[config.mk]
export PLATFORM = sky130hd
export DESIGN_NAME = decode_stage
export DESIGN_NICKNAME = d
export VERILOG_FILES = /design/src/rtl/decode_stage_pkg.sv /design/src/rtl/decode_stage_instr_decoder.sv /design/src/rtl/decode_stage.sv
export SDC_FILE = /design/constraint.sdc
export NUM_CORES = 1
export LEC_CHECK = 0
export CORE_MARGIN = 2
export CORE_UTILIZATION = 40
export CTS_CLUSTER_DIAMETER = 80
export CTS_CLUSTER_SIZE = 14
export DETAILED_ROUTE_END_ITERATION = 16
export GPL_ROUTABILITY_DRIVEN = 0
export HOLD_SLACK_MARGIN = 0.06
export PLACE_DENSITY = 0.68
export SYNTH_ARGS = -nofsm -noshare
export SYNTH_HDL_FRONTEND = slang
export SYNTH_HIERARCHICAL = 1
export SYNTH_SLANG_ARGS = --single-unit
[constraint.sdc]
create_clock -name clk -period 12.6 [get_ports clk]
set_input_delay 1.26 -clock clk [delete_from_list [all_inputs] [get_ports clk]]
set_output_delay 1.26 -clock clk [all_outputs]
set_load 0.02 [all_outputs]
[src/rtl/decode_stage_pkg.sv]
// Shared decode constants: ALU op codes, RV32I opcodes, immediate/result selectors
// and the control bundle carried from decoder to execute.
package decode_stage_pkg;

  // Contiguous groups let the decoder form ops as base + funct3
  localparam logic [5:0] ALU_NONE   = 6'd0;
  localparam logic [5:0] ALU_ADD    = 6'd1;
  localparam logic [5:0] ALU_SLL    = 6'd2;
  localparam logic [5:0] ALU_SLT    = 6'd3;
  localparam logic [5:0] ALU_SLTU   = 6'd4;
  localparam logic [5:0] ALU_XOR    = 6'd5;
  localparam logic [5:0] ALU_SRL    = 6'd6;
  localparam logic [5:0] ALU_OR     = 6'd7;
  localparam logic [5:0] ALU_AND    = 6'd8;
  localparam logic [5:0] ALU_SUB    = 6'd9;
  localparam logic [5:0] ALU_SRA    = 6'd10;
  localparam logic [5:0] ALU_ADDI   = 6'd11;
  localparam logic [5:0] ALU_SLLI   = 6'd12;
  localparam logic [5:0] ALU_SLTI   = 6'd13;
  localparam logic [5:0] ALU_SLTIU  = 6'd14;
  localparam logic [5:0] ALU_XORI   = 6'd15;
  localparam logic [5:0] ALU_SRLI   = 6'd16;
  localparam logic [5:0] ALU_ORI    = 6'd17;
  localparam logic [5:0] ALU_ANDI   = 6'd18;
  localparam logic [5:0] ALU_SRAI   = 6'd19;
  localparam logic [5:0] ALU_BEQ    = 6'd20;
  localparam logic [5:0] ALU_BNE    = 6'd21;
  localparam logic [5:0] ALU_BLT    = 6'd24;
  localparam logic [5:0] ALU_BGE    = 6'd25;
  localparam logic [5:0] ALU_BLTU   = 6'd26;
  localparam logic [5:0] ALU_BGEU   = 6'd27;
  localparam logic [5:0] ALU_LUI    = 6'd28;
  localparam logic [5:0] ALU_AUIPC  = 6'd29;
  localparam logic [5:0] ALU_JAL    = 6'd30;
  localparam logic [5:0] ALU_JALR   = 6'd31;
  localparam logic [5:0] ALU_MUL    = 6'd32;
  localparam logic [5:0] ALU_MULH   = 6'd33;
  localparam logic [5:0] ALU_MULHSU = 6'd34;
  localparam logic [5:0] ALU_MULHU  = 6'd35;
  localparam logic [5:0] ALU_DIV    = 6'd36;
  localparam logic [5:0] ALU_DIVU   = 6'd37;
  localparam logic [5:0] ALU_REM    = 6'd38;
  localparam logic [5:0] ALU_REMU   = 6'd39;

  localparam logic [6:0] OPC_LOAD     = 7'b0000011;
  localparam logic [6:0] OPC_MISC_MEM = 7'b0001111;
  localparam logic [6:0] OPC_OP_IMM   = 7'b0010011;
  localparam logic [6:0] OPC_AUIPC    = 7'b0010111;
  localparam logic [6:0] OPC_STORE    = 7'b0100011;
  localparam logic [6:0] OPC_OP       = 7'b0110011;
  localparam logic [6:0] OPC_LUI      = 7'b0110111;
  localparam logic [6:0] OPC_BRANCH   = 7'b1100011;
  localparam logic [6:0] OPC_JALR     = 7'b1100111;
  localparam logic [6:0] OPC_JAL      = 7'b1101111;
  localparam logic [6:0] OPC_SYSTEM   = 7'b1110011;

  localparam logic [2:0] IMM_I = 3'd0;
  localparam logic [2:0] IMM_U = 3'd1;
  localparam logic [2:0] IMM_J = 3'd2;
  localparam logic [2:0] IMM_B = 3'd3;
  localparam logic [2:0] IMM_S = 3'd4;

  localparam logic RES_ALU = 1'b0;
  localparam logic RES_MEM = 1'b1;

  localparam logic [31:0] INSTR_ECALL  = 32'h0000_0073;
  localparam logic [31:0] INSTR_EBREAK = 32'h0010_0073;

  typedef struct packed {
    logic [4:0] rs1;
    logic [4:0] rs2;
    logic [4:0] rd;
    logic [5:0] alu_op;
    logic       alu_input_config;
    logic [2:0] imm_sel;
    logic       reg_write_enable;
    logic       result_src;
    logic       is_branch;
    logic       is_jump;
    logic       mem_read;
    logic       mem_write;
    logic [2:0] mem_size;
    logic       illegal;
    logic       ecall;
    logic       ebreak;
  } ctrl_t;

endpackage

[src/rtl/decode_stage_instr_decoder.sv]
// Combinational RV32I(+M) instruction-to-control table with immediate generation.
module instr_decoder
  import decode_stage_pkg::*;
#(
  parameter int XLEN     = 32,
  parameter bit ENABLE_M = 1'b0
) (
  input  logic [31:0]     instr,
  output ctrl_t           ctrl,
  output logic [XLEN-1:0] imm
);

  logic [6:0]  opcode;
  logic [2:0]  f3;
  logic [6:0]  f7;
  logic        legal;
  logic        wr;
  logic        is_shift;
  logic [31:0] imm32;
  ctrl_t       dec;

  assign opcode = instr[6:0];
  assign f3     = instr[14:12];
  assign f7     = instr[31:25];

  always_comb begin
    dec          = '0;
    dec.rs1      = instr[19:15];
    dec.rs2      = instr[24:20];
    dec.rd       = instr[11:7];
    legal        = 1'b1;
    wr           = 1'b0;
    is_shift     = 1'b0;
    case (opcode)
      OPC_OP_IMM: begin
        dec.alu_input_config = 1'b1;
        wr                   = 1'b1;
        dec.alu_op           = ALU_ADDI + 6'(f3);
        if (f3 == 3'b001) begin
          is_shift = 1'b1;
          legal    = (f7 == 7'b0000000);
        end else if (f3 == 3'b101) begin
          is_shift = 1'b1;
          legal    = (f7 == 7'b0000000) || (f7 == 7'b0100000);
          if (f7[5]) dec.alu_op = ALU_SRAI;
        end
      end
      OPC_OP: begin
        wr = 1'b1;
        if (f7 == 7'b0000000) begin
          dec.alu_op = ALU_ADD + 6'(f3);
        end else if (f7 == 7'b0100000 && f3 == 3'b000) begin
          dec.alu_op = ALU_SUB;
        end else if (f7 == 7'b0100000 && f3 == 3'b101) begin
          dec.alu_op = ALU_SRA;
        end else if (f7 == 7'b0000001 && ENABLE_M) begin
          dec.alu_op = ALU_MUL + 6'(f3);
        end else begin
          legal = 1'b0;
        end
      end
      OPC_LOAD: begin
        legal                = (f3 != 3'b011) && (f3 != 3'b110) && (f3 != 3'b111);
        dec.alu_op           = ALU_ADD;
        dec.alu_input_config = 1'b1;
        dec.result_src       = RES_MEM;
        dec.mem_read         = 1'b1;
        dec.mem_size         = f3;
        wr                   = 1'b1;
      end
      OPC_STORE: begin
        legal                = (f3 < 3'b011);
        dec.alu_op           = ALU_ADD;
        dec.alu_input_config = 1'b1;
        dec.imm_sel          = IMM_S;
        dec.mem_write        = 1'b1;
        dec.mem_size         = f3;
      end
      OPC_BRANCH: begin
        legal         = (f3 != 3'b010) && (f3 != 3'b011);
        dec.alu_op    = ALU_BEQ + 6'(f3);
        dec.imm_sel   = IMM_B;
        dec.is_branch = 1'b1;
      end
      OPC_JAL: begin
        dec.alu_op  = ALU_JAL;
        dec.imm_sel = IMM_J;
        dec.is_jump = 1'b1;
        wr          = 1'b1;
      end
      OPC_JALR: begin
        legal                = (f3 == 3'b000);
        dec.alu_op           = ALU_JALR;
        dec.alu_input_config = 1'b1;
        dec.is_jump          = 1'b1;
        wr                   = 1'b1;
      end
      OPC_LUI, OPC_AUIPC: begin
        dec.alu_op  = (opcode == OPC_LUI) ? ALU_LUI : ALU_AUIPC;
        dec.imm_sel = IMM_U;
        wr          = 1'b1;
      end
      // FENCE has no effect on an in-order core; it passes as a no-op
      OPC_MISC_MEM: legal = (f3 == 3'b000);
      OPC_SYSTEM: begin
        dec.ecall  = (instr == INSTR_ECALL);
        dec.ebreak = (instr == INSTR_EBREAK);
        legal      = dec.ecall || dec.ebreak;
      end
      default: legal = 1'b0;
    endcase

    if (!legal) begin
      dec         = '0;
      dec.rs1     = instr[19:15];
      dec.rs2     = instr[24:20];
      dec.rd      = instr[11:7];
      dec.illegal = 1'b1;
    end
    dec.reg_write_enable = wr && legal && (dec.rd != 5'd0);
    ctrl = dec;
  end

  always_comb begin
    case (dec.imm_sel)
      IMM_U:   imm32 = {instr[31:12], 12'b0};
      IMM_J:   imm32 = {{12{instr[31]}}, instr[19:12], instr[20], instr[30:21], 1'b0};
      IMM_B:   imm32 = {{20{instr[31]}}, instr[7], instr[30:25], instr[11:8], 1'b0};
      IMM_S:   imm32 = {{21{instr[31]}}, instr[30:25], instr[11:7]};
      default: imm32 = {{21{instr[31]}}, instr[30:20]};
    endcase
    imm = is_shift ? XLEN'(instr[24:20]) : XLEN'($signed(imm32));
  end

endmodule

[src/rtl/decode_stage.sv]
// Registered decode stage: main output register plus one skid entry so that
// in_ready never depends combinationally on out_ready.
module decode_stage
  import decode_stage_pkg::*;
#(
  parameter int XLEN     = 32,
  parameter bit ENABLE_M = 1'b0
) (
  input  logic            clk,
  input  logic            rst,
  input  logic            flush,
  input  logic            in_valid,
  output logic            in_ready,
  input  logic [31:0]     in_instr,
  input  logic [XLEN-1:0] in_pc,
  output logic            out_valid,
  input  logic            out_ready,
  output logic [XLEN-1:0] out_pc,
  output logic [4:0]      out_rs1,
  output logic [4:0]      out_rs2,
  output logic [4:0]      out_rd,
  output logic [XLEN-1:0] out_imm,
  output logic [5:0]      out_alu_op,
  output logic            out_alu_input_config,
  output logic [2:0]      out_imm_sel,
  output logic            out_reg_write_enable,
  output logic            out_result_src,
  output logic            out_is_branch,
  output logic            out_is_jump,
  output logic            out_mem_read,
  output logic            out_mem_write,
  output logic [2:0]      out_mem_size,
  output logic            out_illegal,
  output logic            out_ecall,
  output logic            out_ebreak
);

  ctrl_t           dec_ctrl;
  logic [XLEN-1:0] dec_imm;

  instr_decoder #(.XLEN(XLEN), .ENABLE_M(ENABLE_M)) u_instr_decoder (
    .instr (in_instr),
    .ctrl  (dec_ctrl),
    .imm   (dec_imm)
  );

  logic            main_valid_reg, main_valid_next;
  ctrl_t           main_ctrl_reg, main_ctrl_next;
  logic [XLEN-1:0] main_imm_reg, main_imm_next;
  logic [XLEN-1:0] main_pc_reg, main_pc_next;
  logic            skid_valid_reg, skid_valid_next;
  ctrl_t           skid_ctrl_reg, skid_ctrl_next;
  logic [XLEN-1:0] skid_imm_reg, skid_imm_next;
  logic [XLEN-1:0] skid_pc_reg, skid_pc_next;
  logic            accept;
  logic            drain;

  assign in_ready = !skid_valid_reg;
  assign accept   = in_valid && in_ready;
  assign drain    = main_valid_reg && out_ready;

  always_comb begin
    main_valid_next = main_valid_reg;
    main_ctrl_next  = main_ctrl_reg;
    main_imm_next   = main_imm_reg;
    main_pc_next    = main_pc_reg;
    skid_valid_next = skid_valid_reg;
    skid_ctrl_next  = skid_ctrl_reg;
    skid_imm_next   = skid_imm_reg;
    skid_pc_next    = skid_pc_reg;
    if (flush) begin
      main_valid_next = 1'b0;
      skid_valid_next = 1'b0;
    end else if (!main_valid_reg || drain) begin
      // Skid is older than anything arriving now (and blocks arrivals anyway)
      if (skid_valid_reg) begin
        main_valid_next = 1'b1;
        main_ctrl_next  = skid_ctrl_reg;
        main_imm_next   = skid_imm_reg;
        main_pc_next    = skid_pc_reg;
        skid_valid_next = 1'b0;
      end else begin
        main_valid_next = accept;
        if (accept) begin
          main_ctrl_next = dec_ctrl;
          main_imm_next  = dec_imm;
          main_pc_next   = in_pc;
        end
      end
    end else if (accept) begin
      skid_valid_next = 1'b1;
      skid_ctrl_next  = dec_ctrl;
      skid_imm_next   = dec_imm;
      skid_pc_next    = in_pc;
    end
  end

  always_ff @(posedge clk or posedge rst) begin
    if (rst) begin
      main_valid_reg <= 1'b0;
      main_ctrl_reg  <= '0;
      main_imm_reg   <= '0;
      main_pc_reg    <= '0;
      skid_valid_reg <= 1'b0;
      skid_ctrl_reg  <= '0;
      skid_imm_reg   <= '0;
      skid_pc_reg    <= '0;
    end else begin
      main_valid_reg <= main_valid_next;
      main_ctrl_reg  <= main_ctrl_next;
      main_imm_reg   <= main_imm_next;
      main_pc_reg    <= main_pc_next;
      skid_valid_reg <= skid_valid_next;
      skid_ctrl_reg  <= skid_ctrl_next;
      skid_imm_reg   <= skid_imm_next;
      skid_pc_reg    <= skid_pc_next;
    end
  end

  assign out_valid            = main_valid_reg;
  assign out_pc               = main_pc_reg;
  assign out_imm              = main_imm_reg;
  assign out_rs1              = main_ctrl_reg.rs1;
  assign out_rs2              = main_ctrl_reg.rs2;
  assign out_rd               = main_ctrl_reg.rd;
  assign out_alu_op           = main_ctrl_reg.alu_op;
  assign out_alu_input_config = main_ctrl_reg.alu_input_config;
  assign out_imm_sel          = main_ctrl_reg.imm_sel;
  assign out_reg_write_enable = main_ctrl_reg.reg_write_enable;
  assign out_result_src       = main_ctrl_reg.result_src;
  assign out_is_branch        = main_ctrl_reg.is_branch;
  assign out_is_jump          = main_ctrl_reg.is_jump;
  assign out_mem_read         = main_ctrl_reg.mem_read;
  assign out_mem_write        = main_ctrl_reg.mem_write;
  assign out_mem_size         = main_ctrl_reg.mem_size;
  assign out_illegal          = main_ctrl_reg.illegal;
  assign out_ecall            = main_ctrl_reg.ecall;
  assign out_ebreak           = main_ctrl_reg.ebreak;

endmodule

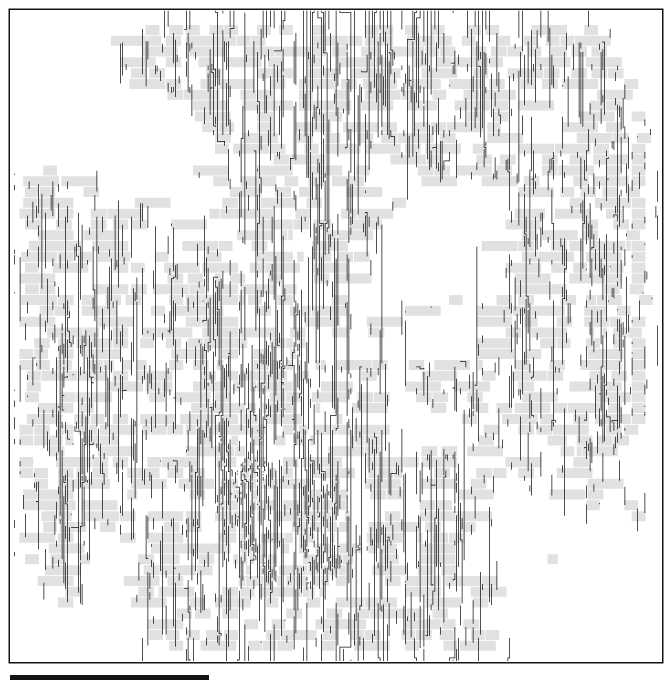
run_1/met2.png
Scale bar: 50 um. Cells faint in the background.
- longest straight run: 58.1 um
- nets with wire on the layer: 891

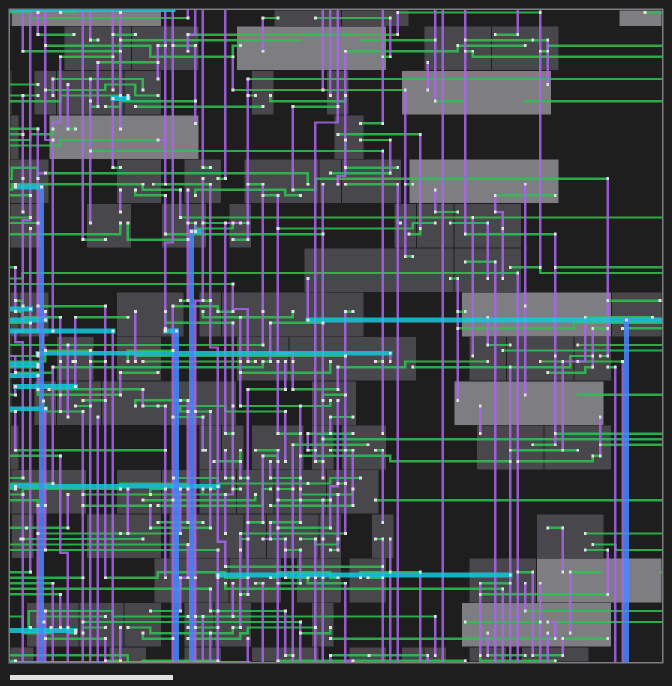
run_1/zoom.png
Scale bar: 10 um. Region (62, 29) to (102, 69) um. Cells in gray, sequential cells in the stronger gray; small squares are vias.
- cyan: met3
- green: met1
- purple: met2
- blue: met4
- sequential cells in the window: 8
- cells with their middle in the window: 83
- most frequent: mux2_2 (8), dfrtp_1 (8)
- netlist names of flops here include: skid_ctrl_reg (6)

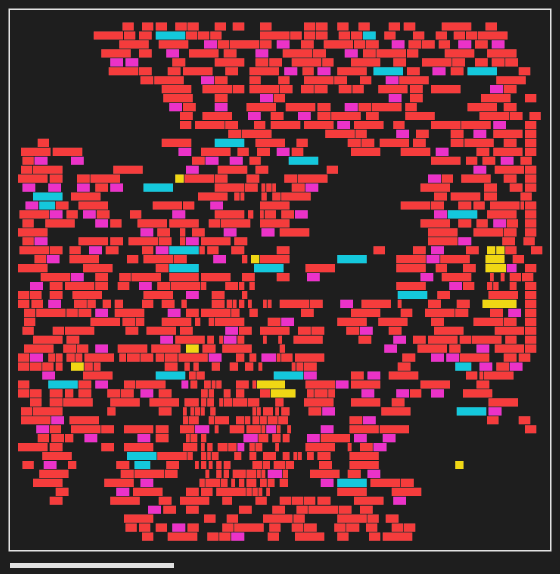
run_1/drive_strength.png
Scale bar: 50 um.
- red: drive 1 or less (cells 732)
- magenta: drive 2 (cells 129)
- yellow: drive 3 to 4 (cells 12)
- cyan: drive 6 and up (cells 23)

==> flow_summary.toml, run 1 <==
# generated from flow reports
[timing]
grt_setup_unrepaired = "no"
headroom_to_the_max_slew_limit_pct = 28.6
number_of_pins_with_negative_max_slew_slack_in_the_final_report = 0
timing.fmax_mhz = 232
layout_setup_ws_ns = 8.29
fin_hold_ws_ns = 0.485
fin_setup_tns_ns = 0
layout_skew_ns = 0.0159

[cells_and_area]
postLayoutCellArea_um2 = 12500
area_dominant_class = "sequential cells"
layout.area.comb_um2 = 4610
comb-cell-share_pct = 37.0
final-nonclk-buf-share_pct = 14.0
most_used_logic_cell_in_the_final_layout = "sky130_fd_sc_hd__dfrtp_1"
drive_above_1_share_pct = 18.3
clock_cell_area_share_pct = 4.18
nMultiInputCombCells = 481
flop_area_um2 = 5110
layout.filler_cells = 2166
nClkBuffers = 23
seq_share_pct = 41.0
largest_register_ffs = 37
antenna-diode-count = 0
layout.core_utilization_pct = 49.4
layout-area-overhead-vs-synth_pct = 21.4
post_layout_nonfiller_instances = 1226
n_sequential_cell = 204

[routing]
first_iter_violations = 354
met3_length_um = 1460
routed_wirelength_um = 23500
wl_per_cell_um = 19.1
vias_per_cell = 5.30
met2_length_um = 10700
post-route-drc-count = 0

[placed_design]
placedInstanceArea_um2 = 11900
dp_slack_ns = 7.87
place.detailed.instances = 1203
dp_hpwl_um = 15600
buffers_on_ports = 171

[logic_synthesis]
synthesis.yosys.warnings = 6
count_of_flip_flops_with_a_built_in_enable_after_synthesis = 0
post_synth_adder_cell_area_pct = 0.976
synth-seq-area-share_pct = 49.8
synth_cells = 760
logic_family = "multiplexers"
yosys-stat-area_um2 = 10300
netlist_top_cells_area = "sky130_fd_sc_hd__dfrtp_1 (50%), sky130_fd_sc_hd__mux2_1 (20%), sky130_fd_sc_hd__mux2_2 (13%)"
syn-mean-instance-area_um2 = 13.5
post_synth_and_or_nand_nor_area_fraction_pct = 6.00
synth_async_sr_flop_share_pct = 100
yosys.cell_types.count = 57
synth_area_leader_cell = "sky130_fd_sc_hd__dfrtp_1"
synth_xor_xnor_area_share_pct = 0.0854
synth_flops = 204

[worst_setup_path]
largest_driver_fanout_on_the_critical_path = 17
critical_path.reg2reg.endpoint = "skid_imm_reg[9]"
setup.worst_path.start_class = "primary input"
critical_path_data_required_time_ns = 12.97
worst_setup_path_end_kind = "flop"
worst-path-stages = 10
critical_path.max_stage_delay_ns = 0.83
critical_path.cell_chain = "clkdlybuf4s50_1 -> inv_1 -> ha_1 -> inv_1 -> a31oi_1 -> o211ai_1 -> a21boi_1 -> a21oi_1 -> mux2_1 -> mux2_2"
critPathArrivalTime_ns = 4.68
cp_slowest_cell = "sky130_fd_sc_hd__clkdlybuf4s50_1"
regToRegSetupSlack_ns = 9.58
timing.rr.start = "skid_valid_reg"
path_buffers = 3

[pwr]
power.sequential.fraction_pct = 48.0
comb_power_share_pct = 21.9
seq-power_w = 0.000830
design_power_total_w = 0.00173
ratio_of_total_power_to_cell_area_nw_per_um2 = 139
power.group.top = "registers"
p_int_w = 0.00126
fraction_of_power_spent_switching_nets_pct = 27.1
p_leak_nw = 5.32

[run]
maxCapViolCount = 0
warnings = 33

[cts]
tritoncts_clock_tree = "yes"
clk-insertion-delay-late_ns = 0.49
cts_made_buffers = 18
clock_sink_count = 204
cts_repair_resize_count = 0
ctsLongestPathBuffers = 3
htree_num_levels = 1
ctsHoldBuffers = 0
ctsRootBufferMaster = "sky130_fd_sc_hd__clkbuf_16"

[min_path]
worst_hold_path_type = "reg2reg"
hold_path_end = "out_rs1[0]"
holdPathStages = 1

[global_routing]
busiest_layer = "met2"
grt_pass1_vias = 6533
grt_overflow_total = 0
global_route.usage.met2_pct = 27.7
global_route.usage.total_pct = 17.5
met3_usage_pct = 3.91
grt_pass1_wl_um = 36900
met1_usage_pct = 24.3

[die]
chipWidth_um = 164
chip_area_um2 = 26900
placement_rows = 58
placeableCoreArea_um2 = 25200

[status]
run_status = "completed"
run_1/met1.png
Scale bar: 50 um. Supply wires on this layer in gray. Cells faint in the background.
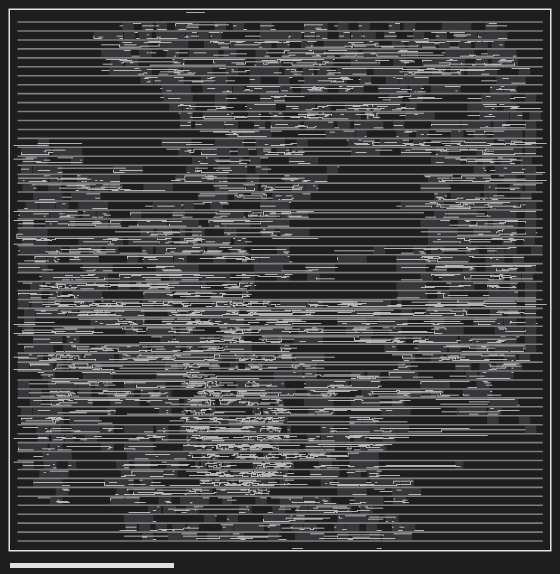

==> run 2, diff against run 1 <==
Settings changed: PLACE_DENSITY 0.68 to 0.7.
Clock period 12.6 ns to 3.8 ns, I/O delays scaled along.
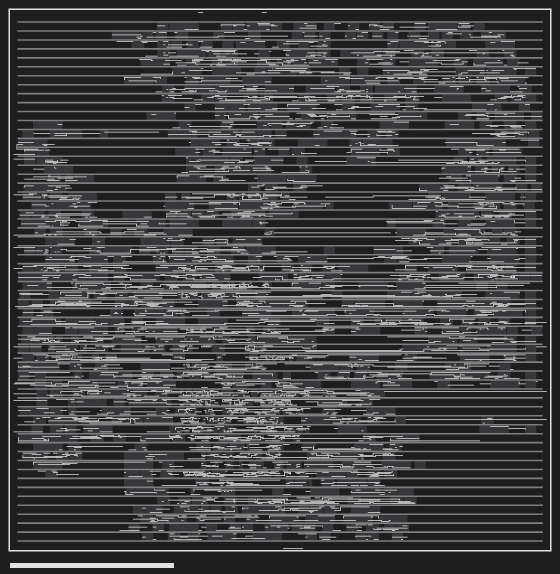
run_2/met1.png
Scale bar: 50 um. Supply wires on this layer in gray. Cells faint in the background.
- main direction: horizontal
- nets with wire on the layer: 879
- wire length on this layer: 10800 um
- share of all routed wire: 45%
- longest straight run: 61.2 um
met1 Use GR: 24.3%
WL final: 23700 um
total via count after detailed routing: 6548

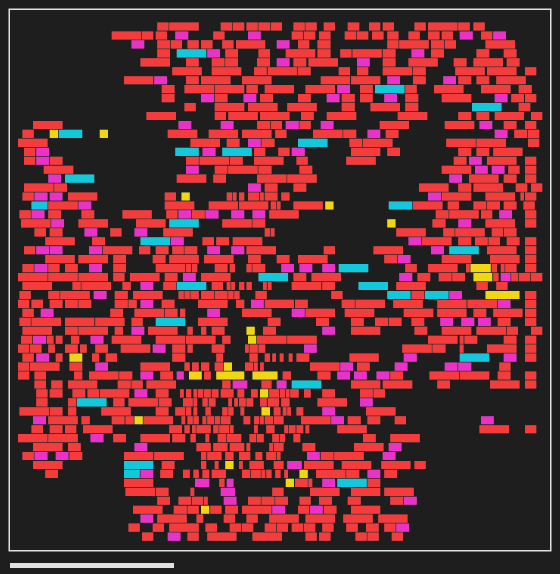
run_2/drive_strength.png
Scale bar: 50 um.
- yellow: drive 3 to 4 (cells 22)
- cyan: drive 6 and up (cells 26)
- magenta: drive 2 (cells 129)
- red: drive 1 or less (cells 733)

==> run 2 against run 1 <==
Compared with the run above: synthesized area is the same; non-clock buffer count increased by 14; synthesized cell count unchanged; highest routed layer unchanged.
==> flow_summary.toml, run 2 <==
# generated from flow reports
[logic_synthesis]
synth-seq-area-share_pct = 49.8
ys_top_cells_by_count = "sky130_fd_sc_hd__dfrtp_1 (204), sky130_fd_sc_hd__mux2_1 (182), sky130_fd_sc_hd__mux2_2 (121)"
syn-cell-area_um2 = 10300
synth_flops = 204
post_synth_adder_cell_area_pct = 0.976
netlist_top_cells_area = "sky130_fd_sc_hd__dfrtp_1 (50%), sky130_fd_sc_hd__mux2_1 (20%), sky130_fd_sc_hd__mux2_2 (13%)"
ys_cells = 760
count_of_flip_flops_with_a_built_in_enable_after_synthesis = 0
yosys-stat-area_um2 = 10300
synth_async_sr_flop_share_pct = 100
synthesis.yosys.warnings = 6
syn-mean-instance-area_um2 = 13.5
synth_xor_xnor_area_share_pct = 0.0854
logic_family = "multiplexers"
post_synth_and_or_nand_nor_area_fraction_pct = 6.00
compound_area_share_pct = 4.27
yosys.cell_types.count = 57
post-synth-top-count-cell = "sky130_fd_sc_hd__dfrtp_1"
synth_area_leader_cell = "sky130_fd_sc_hd__dfrtp_1"
synth_cells = 760

[worst_setup_path]
cp-endpoint = "out_alu_op[2]"
timing.rr.start = "skid_valid_reg"
critical_path.reg2reg.endpoint = "out_imm[2]"
setup.worst_path.start_class = "primary input"
critPathArrivalTime_ns = 3.29
critical_path.max_stage_delay_ns = 0.66
regToRegSetupSlack_ns = 1.46
r2r_cells = 4
critical_path_data_required_time_ns = 4.17
worst-path-stages = 11
critPathKind = "in2reg"
path_buffers = 2
worst_path_most_repeated_cell = "sky130_fd_sc_hd__ha_1"
critical_path.startpoint = "in_instr[13]"
cp_slowest_cell = "sky130_fd_sc_hd__clkdlybuf4s50_1"
critical_path.cell_chain = "clkdlybuf4s50_1 -> ha_1 -> ha_1 -> nor2_1 -> and4_1 -> a211o_1 -> nor4_4 -> buf_4 -> a31oi_1 -> mux2_1 -> mux2_2"
worst_setup_path_end_kind = "flop"
largest_driver_fanout_on_the_critical_path = 15

[global_routing]
met3_usage_pct = 4.19
grt_pass1_vias = 6790
grt_overflow_total = 0
busiest_layer = "met2"
grt_pass1_wl_um = 37500
global_route.usage.met2_pct = 28.2
global_route.usage.total_pct = 17.7

[pwr]
power.sequential.fraction_pct = 48.1
switching_power_w = 0.00156
comb_power_share_pct = 22.1
power.group.top = "registers"
design_power_total_w = 0.00574
ratio_of_total_power_to_cell_area_nw_per_um2 = 455
seq-power_w = 0.00276
p_leak_nw = 5.39
fraction_of_power_spent_switching_nets_pct = 27.2
p_int_w = 0.00417

[routing]
first_iter_violations = 325
final_antenna_net_count = 0
wl_per_cell_um = 19.1
met2_length_um = 10800
met3_length_um = 1660
vias_per_cell = 5.28
route.top_layer_used = "met4"
post-route-drc-count = 0

[cells_and_area]
antenna-diode-count = 1
postLayoutCellArea_um2 = 12600
layout.area.comb_um2 = 4610
n_sequential_cell = 204
layout.filler_cells = 2187
nClkBuffers = 23
area_dominant_class = "sequential cells"
final-nonclk-buf-share_pct = 15.2
layout-area-overhead-vs-synth_pct = 22.9
post_layout_nonfiller_instances = 1241
flop_area_um2 = 5110
nMultiInputCombCells = 481
final.signal_inverter_count = 12
largest_register_ffs = 37
clock_cell_area_share_pct = 4.05
seq_share_pct = 40.5
most_used_logic_cell_in_the_final_layout = "sky130_fd_sc_hd__dfrtp_1"
layout.core_utilization_pct = 50.1
comb-cell-share_pct = 36.5
most-common-layout-cells = "sky130_fd_sc_hd__dfrtp_1 (203), sky130_fd_sc_hd__mux2_1 (182), sky130_fd_sc_hd__clkdlybuf4s50_1 (171)"
drive_above_1_share_pct = 19.5

[cts]
tritoncts_clock_tree = "yes"
clock_sink_count = 204
clk-insertion-delay-late_ns = 0.49
ctsRootBufferMaster = "sky130_fd_sc_hd__clkbuf_16"
ctsHoldBuffers = 0
htree_num_levels = 1
post_cts_buffers = 0
cts_repair_resize_count = 0
cts_made_buffers = 18
ctsLongestPathBuffers = 3

[timing]
fin_setup_tns_ns = 0
layout_setup_ws_ns = 0.880
layout_skew_ns = 0.0174
number_of_pins_with_negative_max_slew_slack_in_the_final_report = 0
layout_min_cycle_time_ns = 2.92
finalHoldViolations = 0
headroom_to_the_max_slew_limit_pct = 38.5
fin_hold_ws_ns = 0.421
grt_setup_unrepaired = "no"
timing.fmax_mhz = 342

[placed_design]
placedInstanceArea_um2 = 12100
dp_slack_ns = 0.391
buffers_on_ports = 171
dp_hpwl_um = 16200
place.detailed.instances = 1217

[run]
maxCapViolCount = 0
warnings = 34

[min_path]
worst_hold_path_type = "in2async"

[die]
placeableCoreArea_um2 = 25200
chipWidth_um = 164
placement_rows = 58
chip_area_um2 = 26900

[status]
run_status = "completed"
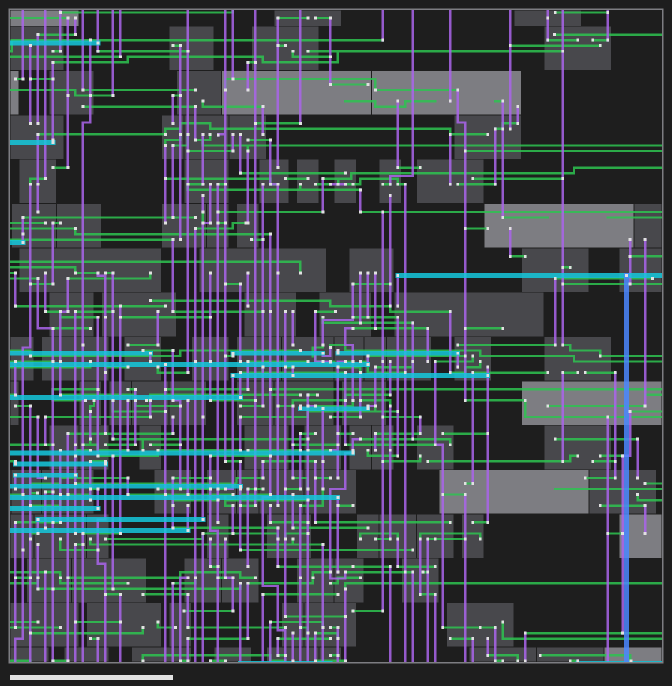
run_2/zoom.png
Scale bar: 10 um. Region (62, 29) to (102, 69) um. Cells in gray, sequential cells in the stronger gray; small squares are vias.

